==> src/rtl/count_ctrl_pkg.sv <==
// count_ctrl_pkg: state encoding and BCD constants shared by the count_ctrl slice
package count_ctrl_pkg;
   typedef enum logic [1:0] {IDLE = 2'd0, RUN = 2'd1, PAUSE = 2'd2, DONE = 2'd3} state_t;
   localparam logic [3:0] BCD_MAX_DIGIT = 4'd9;
endpackage

==> src/rtl/count_ctrl_tick_gen.sv <==
// tick_gen: prescaler that flags the last CLK cycle of each TICK_DIV-cycle count period
module tick_gen #(
   parameter int TICK_DIV = 50_000_000
) (
   input  logic CLK,
   input  logic RST,
   input  logic run,
   input  logic clr,
   output logic step
);
   localparam int W = $clog2(TICK_DIV);
   localparam logic [W-1:0] LAST = W'(TICK_DIV - 1);
   logic [W-1:0] pre_q, pre_d;
   always_comb begin
      step  = run && pre_q == LAST;
      pre_d = (clr || step) ? '0 : run ? pre_q + W'(1) : pre_q;
   end
   always_ff @(posedge CLK) begin
      if (RST) pre_q <= '0;
      else     pre_q <= pre_d;
   end
endmodule

==> src/rtl/count_ctrl.sv <==
// count_ctrl: run/pause/clear sequencer stepping a binary count and a matching BCD digit pair.
// Optional COUNT_CTRL_UPDOWN_EN adds a DIR input for down counting.
module count_ctrl
   import count_ctrl_pkg::*;
#(
   parameter int TICK_DIV  = 50_000_000,
   parameter int MAX_COUNT = 99,
   parameter bit WRAP      = 1'b1
) (
   input  logic       CLK,
   input  logic       RST,
   input  logic       EN,
   input  logic       START,
   input  logic       STOP,
   input  logic       CLR,
`ifdef COUNT_CTRL_UPDOWN_EN
   input  logic       DIR,
`endif
   output logic [7:0] OUT,
   output logic [3:0] DIG0,
   output logic [3:0] DIG1,
   output logic       TICK,
   output logic       WRAPP,
   output logic       DONE,
   output logic [1:0] STATE
);
   localparam logic [7:0] MAX_Q  = 8'(MAX_COUNT);
   localparam logic [3:0] MAX_D1 = 4'(MAX_COUNT / 10);
   localparam logic [3:0] MAX_D0 = 4'(MAX_COUNT % 10);
   state_t     state_q, state_d;
   logic [7:0] out_q, out_d;
   logic [3:0] dig0_q, dig0_d, dig1_q, dig1_d;
   logic       tick_q, tick_d, wrapp_q, wrapp_d;
   logic       down, step, go, take, term;
`ifdef COUNT_CTRL_UPDOWN_EN
   assign down = DIR;
`else
   assign down = 1'b0;
`endif
   assign go = START & ~STOP & ~CLR;
   tick_gen #(.TICK_DIV(TICK_DIV)) u_tick (
      .CLK (CLK),
      .RST (RST),
      .run (state_q == RUN && EN),
      .clr (CLR),
      .step(step)
   );
   // A step coinciding with STOP or CLR is dropped; the command wins.
   always_comb begin
      term    = down ? out_q == '0 : out_q == MAX_Q;
      take    = state_q == RUN && step && !STOP && !CLR;
      state_d = state_q;
      if (CLR) state_d = IDLE;
      else if ((state_q == IDLE || state_q == PAUSE) && go) state_d = RUN;
      else if (state_q == RUN && STOP) state_d = PAUSE;
      else if (take && term && !WRAP) state_d = count_ctrl_pkg::DONE;
   end
   always_comb begin
      out_d   = out_q;
      dig0_d  = dig0_q;
      dig1_d  = dig1_q;
      tick_d  = take && (WRAP || !term);
      wrapp_d = take && WRAP && term;
      if (CLR) {out_d, dig1_d, dig0_d} = '0;
      else if (state_q == IDLE && go && down) {out_d, dig1_d, dig0_d} = {MAX_Q, MAX_D1, MAX_D0};
      else if (take && term) begin
         if (WRAP) {out_d, dig1_d, dig0_d} = down ? {MAX_Q, MAX_D1, MAX_D0} : '0;
      end else if (take && down) begin
         out_d  = out_q - 8'd1;
         dig0_d = dig0_q == '0 ? BCD_MAX_DIGIT : dig0_q - 4'd1;
         dig1_d = dig0_q == '0 ? dig1_q - 4'd1 : dig1_q;
      end else if (take) begin
         out_d  = out_q + 8'd1;
         dig0_d = dig0_q == BCD_MAX_DIGIT ? '0 : dig0_q + 4'd1;
         dig1_d = dig0_q == BCD_MAX_DIGIT ? dig1_q + 4'd1 : dig1_q;
      end
   end
   always_ff @(posedge CLK) begin
      if (RST) state_q <= IDLE;
      else     state_q <= state_d;
   end
   always_ff @(posedge CLK) begin
      if (RST) begin
         out_q   <= '0;
         dig0_q  <= '0;
         dig1_q  <= '0;
         tick_q  <= 1'b0;
         wrapp_q <= 1'b0;
      end else begin
         out_q   <= out_d;
         dig0_q  <= dig0_d;
         dig1_q  <= dig1_d;
         tick_q  <= tick_d;
         wrapp_q <= wrapp_d;
      end
   end
   always_comb begin
      OUT   = out_q;
      DIG0  = dig0_q;
      DIG1  = dig1_q;
      TICK  = tick_q;
      WRAPP = wrapp_q;
      DONE  = state_q == count_ctrl_pkg::DONE;
      STATE = state_q;
   end
endmodule
==> config.mk <==
export PLATFORM = sky130hd
export DESIGN_NAME = count_ctrl
export DESIGN_NICKNAME = d
export VERILOG_FILES = /design/src/rtl/count_ctrl_pkg.sv /design/src/rtl/count_ctrl_tick_gen.sv /design/src/rtl/count_ctrl.sv
export SDC_FILE = /design/constraint.sdc
export NUM_CORES = 1
export LEC_CHECK = 0
export CORE_ASPECT_RATIO = 1.75
export CORE_UTILIZATION = 45
export DETAILED_ROUTE_END_ITERATION = 6
export DONT_BUFFER_PORTS = 1
export GPL_TIMING_DRIVEN = 0
export PLACE_DENSITY = 0.68
export SETUP_SLACK_MARGIN = 0.2
export SLEW_MARGIN = 20
export SYNTH_ARGS = -nofsm -noshare
export SYNTH_HDL_FRONTEND = slang
export SYNTH_SLANG_ARGS = --single-unit
export TNS_END_PERCENT = 30
==> constraint.sdc <==
create_clock -name CLK -period 1.7 [get_ports CLK]
set_input_delay 0.34 -clock CLK [delete_from_list [all_inputs] [get_ports CLK]]
set_output_delay 0.34 -clock CLK [all_outputs]
set_load 0.05 [all_outputs]
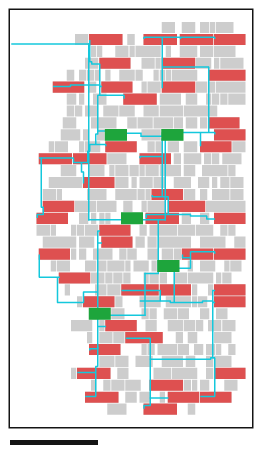
run_1/clock_map.png
Scale bar: 20 um.
[flip-flops] red | count: 46
[cells driving clock nets] green | count: 5
[clock wires] cyan | length: 556 um
flops lie	spread over the die
clk pwr: 703 uW
worst-skew pair later-pin latency: 0.30 ns
Clock power frac: 0.381

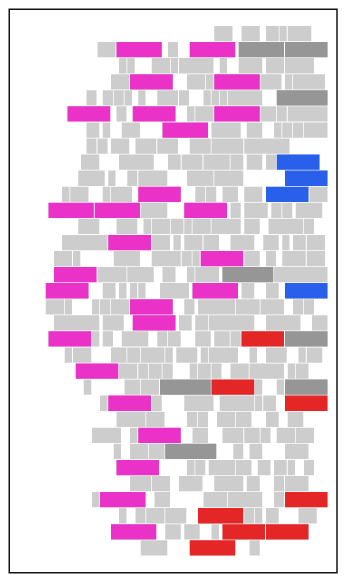
run_1/registers.png
netlist name	color	placed flops
`DIG1`	blue	4
`OUT`	red	8
`u_tick.pre_q`	magenta	26
not colored	8

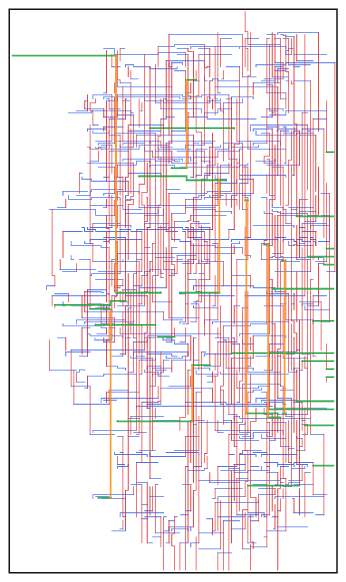
run_1/metal_stack.png
layer	color	wire length
met4	orange	207 um
met3	green	208 um
met2	red	3,440 um
met1	blue	2,180 um

==> job_summary.md, run 1 <==
### Metrics collected by this job

| Metric | Value |
|---|---|
| Status | finished with violations |
| Failing checks | negative setup slack |
| Worst path depth | 6 |
| CP arrival | roughly 2.3 ns |
| Fp_density | 0.474 |
| Met3 wire len | approximately 210 um |
| Top logic family | simple AND/OR/NAND/NOR gates |
| Crit path launch | STATE[0]$_SDFFE_PP0P_ |
| Post-synth regs | between 40 and 50 |
| Ys async rst share | 0 |
| Avg Inst Size Synth | about 8.6 um2 |
| Complex Gates by Area | 0.0797 |
| Crit path buf inv count | 1 |
| Die ar. | around 0.0053 mm2 |
| Via density | slightly above 6 |
| Post-synthesis cell area | 0.00223 mm2 |
| Vias in the first global route | 1,968 |
| Count of library flops with an enable pin | 0 |
| Grt ovf | 0 |
| VDD IR max | roughly 0.00073 V |
| Yosys cell count | about 260 |
| Max Cap Violations | 0 |
| Worst setup SP type | flop |
| Tcrit/Tclk final | 1.19 |
| Fin util | 0.631 |
| F_max | just under 0.5 GHz |
| Worst R2R Path Depth | 6 |
| Cells after Synth | 259 |
| Setup WS post-layout | -0.319 ns |
| Multi-input gates | around 200 |
| Area growth, synth to finish | 33.3% |
| Drt total wl | about 6 mm |
| Met3 Use GR | 0.0407 |
| Placed cell area | between 0.002 and 0.0025 mm2 |
| Leading area contributor after synthesis | dfxtp_1 |
| Setup TNS | -7.84 ns |
| Area leader share | 0.413 |
| Hold WC Path Type | in2reg |
| Ys Warns | 0 |
| Via count | between 2,000 and 2,500 |
| Core area | roughly 0.0047 mm2 |
| Critical Path RT | 1.95 ns |
| Routing usage on met1 | 0.201 |
| Worst-case clock buffer depth | 2 |
| Final hold violations | 0 |
| Number of buffers created by CTS | 5 |
| Pins Over Slew Limit | 0 |
| Post-route ant nets | 0 |
| Critical R2R Launch | STATE[0]$_SDFFE_PP0P_ |
| Clock sink total | between 40 and 50 |
| Commonest non-fill, non-tap cells in the layout | nor2_1, dfxtp_1, xnor2_1, buf_4 |
| WS Path Type | reg2reg |
| CP max stage cell | or4_4 |
| Setup Buffers After CTS | 12 |
| Multi-input combinational area share | 0.512 |
| Log Warnings | 29 |
| Setup crit end | OUT[7]$_SDFFE_PP0P_ |
| R2R Setup Slk | -0.32 ns |
| Max layer used | met4 |
| Place WS | -0.513 ns |
| WHS Endpoint | STATE[0]$_SDFFE_PP0P_ |
| Fill cell count | a little under 400 |
| Final setup viols | approximately 44 |
| Clk_skew | approximately 0.012 ns |
| Syn_nets | roughly 270 |
| Dominant register cell | dfxtp_1 |
| Buffers on Ports | 0 |
| YS chip area | roughly 0.0022 mm2 |
| Comb. cell area | around 0.0015 mm2 |
| CP top delay family | simple AND/OR/NAND/NOR gates |
| Largest cell class by area | logic gates |
| Rel. slew slack | 0.514 |
| Die W | approximately 55 um |
| Hold buffer count at CTS | 0 |
| H-tree levels | 2 |
| WHS | slightly above 0.2 ns |
| Inst Count DP | around 310 |
| Leak | between 0.9 and 1 nW |
| Hold Crit Depth | 2 |
| Non-clk invs | 5 |
| Buffers outside the clock class | 32 |
| Worst-margin pin slew | slightly above 0.7 ns |
| Post_cts resized | roughly 50 |
| HP Start | START |
| Yosys simple share | 0.343 |
| RSZ-0062 raised after global routing | yes |
| Initial antenna violation count | 0 |
| Minimum clock period after layout | roughly 2 ns |
==> run 1: synthesized netlist by cell type (3+ instances only) <==
master,instances
or3_1,7
and3_1,3
and4b_1,4
and4_1,4
dfxtp_1,46
xnor2_1,22
clkbuf_1,5
o21ai_0,13
nor2_1,36
mux2i_1,4
inv_1,5
nor4_1,8
ha_1,3
nor3_1,12
nand4_1,7
xor2_1,4
nand3_1,14
nand2_1,15
nand3b_1,3
a21oi_1,15
==> run 1: where the power goes <==
part	leakage, nW	total [mW]	internal (mW)	switching [mW]
Clock	0.0472	0.703	0.327	0.376
Sequential	0.380	1.08	1.07	0.00478
Combinational	0.536	0.0676	0.0316	0.0361
run_1/final_placement.png
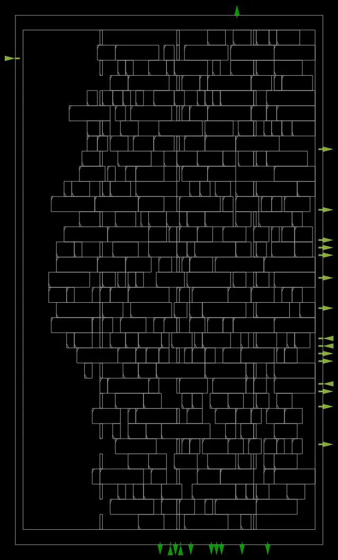

--- run 2 (diff from run 1) ---
--- a/config.mk
+++ b/config.mk
@@ -11,7 +11,6 @@
 export DONT_BUFFER_PORTS = 1
 export GPL_TIMING_DRIVEN = 0
 export PLACE_DENSITY = 0.68
-export SETUP_SLACK_MARGIN = 0.2
 export SLEW_MARGIN = 20
 export SYNTH_ARGS = -nofsm -noshare
 export SYNTH_HDL_FRONTEND = slang
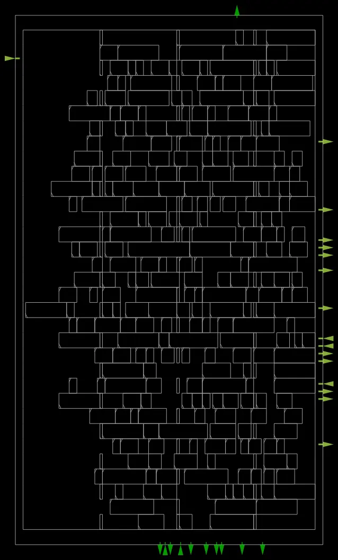
run_2/final_placement.png
share of cell area taken by flip-flops and latches: 0.352
core area: 0.00471 mm2
Flops: 46
fill cell count: 429

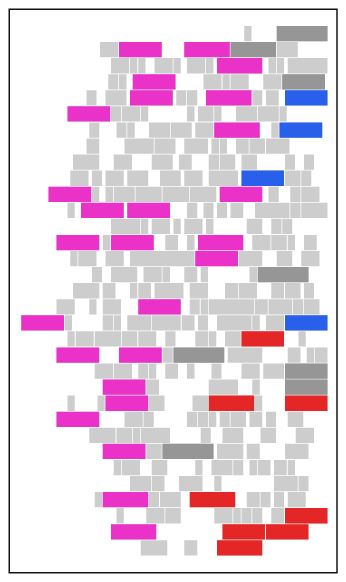
run_2/registers.png
netlist name	color	placed flops
`u_tick.pre_q`	magenta	26
`OUT`	red	8
`DIG1`	blue	4
not colored	8

==> run 2 against run 1 <==
Effect of this change:
- register-to-register slack gained 0.05 ns
- largest cell class unchanged
- utilization shrank 5.8 points
- clock skew shrank 0.0012 ns
- the run still ends with negative setup slack left
- sequential power is essentially flat
- die area is the same
==> job_summary.md, run 2 <==
### Metrics collected by this job

| Metric | Value |
|---|---|
| Via count | 1,920 (was 2,075) |
| Dominant register cell | dfxtp_1 (unchanged) |
| Worst R2R Path Depth | 5 (was 6) |
| Hold Crit Depth | 2 (unchanged) |
| Placed cell area | 0.00232 mm2 (unchanged) |
| YS chip area | 0.00223 mm2 (unchanged) |
| Complex Gates by Area | 0.0797 (unchanged) |
| Fp_density | 0.474 (unchanged) |
| Clock sink total | 46 (unchanged) |
| XOR-XNOR Cells, Area Fraction | 0.102 (unchanged) |
| CP max FO | 6 (unchanged) |
| Top logic family | simple AND/OR/NAND/NOR gates (unchanged) |
| Combinational gate power | 41.7 uW (was 67.6 uW) |
| Critical R2R Launch | u_tick.pre_q[15]$_SDFFE_PP0P_ (was STATE[0]$_SDFFE_PP0P_) |
| Cells after Synth | 259 (unchanged) |
| Hold buffer count at CTS | 0 (unchanged) |
| Pins Over Slew Limit | 0 (unchanged) |
| Status | finished with violations (unchanged) |
| Post-route ant nets | 0 (unchanged) |
| Syn_nets | 268 (unchanged) |
| CP arrival | 2.21 ns (was 2.26 ns) |
| Worst-skew pair later-pin latency | 0.30 ns (about the same) |
| Post-synthesis cell area | 0.00223 mm2 (unchanged) |
| Yosys simple share | 0.343 (unchanged) |
| CP max stage cell | or4_4 (unchanged) |
| Cell with the most instances after synthesis | dfxtp_1 (unchanged) |
| Leading power group | registers (unchanged) |
| Count of library flops with an enable pin | 0 (unchanged) |
| Power, Total | 1.94 mW (was 1.85 mW) |
| F_max | 0.509 GHz (was 0.495 GHz) |
| Clk pwr | 817 uW (was 703 uW) |
| Tcrit/Tclk final | 1.16 (was 1.19) |
| Worst setup SP type | flop (unchanged) |
| Failing checks | negative setup slack (unchanged) |
| Switching share of total power | 0.212 (was 0.226) |
| Most frequent cells after synthesis | dfxtp_1, nor2_1, xnor2_1, a21oi_1, nand2_1 (unchanged) |
| Setup WS post-layout | -0.265 ns (was -0.319 ns) |
| Power Internal | 1.53 mW (was 1.43 mW) |
| VDD IR max | 0.000513 V (was 0.000734 V) |
| Minimum clock period after layout | 1.97 ns (was 2.02 ns) |
| Rel. slew slack | 0.531 (was 0.514) |
| Ys Warns | 0 (unchanged) |
| Initial antenna violation count | 0 (unchanged) |
| Die W | 55.2 um (unchanged) |
| Hold WC Path Type | in2reg (unchanged) |
| Worst-case clock buffer depth | 2 (unchanged) |
| Fin util | 0.573 (was 0.631) |
| Number of buffers created by CTS | 5 (unchanged) |
| Log Warnings | 29 (unchanged) |
| Worst path depth | 5 (was 6) |
| Buffers on Ports | 0 (unchanged) |
| R2R Setup Slk | -0.27 ns (was -0.32 ns) |
| Final setup viols | 24 (was 44) |
| Post-synth regs | 46 (unchanged) |
| Crit path launch | u_tick.pre_q[15]$_SDFFE_PP0P_ (was STATE[0]$_SDFFE_PP0P_) |
| RSZ-0062 raised after global routing | yes (unchanged) |
| Power Sequential | 1.08 mW (about the same) |
| Vias in the first global route | 1,816 (was 1,968) |
| Reg power frac | 0.556 (was 0.583) |
| WHS | 0.206 ns (was 0.205 ns) |
| Crit path buf inv count | 0 (was 1) |
| Final hold violations | 0 (unchanged) |
| WS Path Type | reg2reg (unchanged) |
| Adder Area Share | 0.0168 (unchanged) |
| Sw Pwr | 410 uW (was 417 uW) |
| Commonest non-fill, non-tap cells in the layout | nor2_1, dfxtp_1, xnor2_1, nand2_1 (was nor2_1, dfxtp_1, xnor2_1, buf_4) |
| H-tree levels | 2 (unchanged) |
| Worst path max stage delay | 0.48 ns (about the same) |
| Clk_skew | 0.0106 ns (was 0.0118 ns) |
| Leading area contributor after synthesis | dfxtp_1 (unchanged) |
| Clock power frac | 0.422 (was 0.381) |
| Avg Inst Size Synth | 8.61 um2 (unchanged) |
| Setup crit end | OUT[7]$_SDFFE_PP0P_ (unchanged) |
| Die ar. | 0.00525 mm2 (unchanged) |
| Max Cap Violations | 0 (unchanged) |
| Place WS | -0.519 ns (was -0.513 ns) |
| Worst-margin pin slew | 0.702 ns (was 0.728 ns) |
| CP top delay family | simple AND/OR/NAND/NOR gates (unchanged) |
[run 2: cell counts after synthesis]
Identical to the previous run, type by type.
[run 2: layout make-up]
class / instances / area, um2
Fill cell: 429 / 2010
Multi-Input combinational cell: 200 / 1380
Sequential cell: 46 / 950
Timing Repair Buffer: 12 / 93.8
Buffer: 8 / 80.1
Clock buffer: 6 / 72.6
Tap cell: 52 / 65.1
Clock inverter: 2 / 37.5
Inverter: 5 / 18.8
[run 2: layer usage]
metal / GRT usage / up-vias / share of wire
li1: - / 966 / -
met1: 0.197 / 910 / 0.38
met2: 0.387 / 34 / 0.56
met3: 0.0339 / 10 / 0.029
met4: 0.131 / 0 / 0.028
met5: 0 / - / 0
[run 2: what timing repair did]
item                       CTS  global route
setup endpoints to repair   41            39
gates resized               33            34
setup buffers               10             2
pin swaps                    8             7
Power figures rest on the tool's default switching activity, not on a simulated workload.
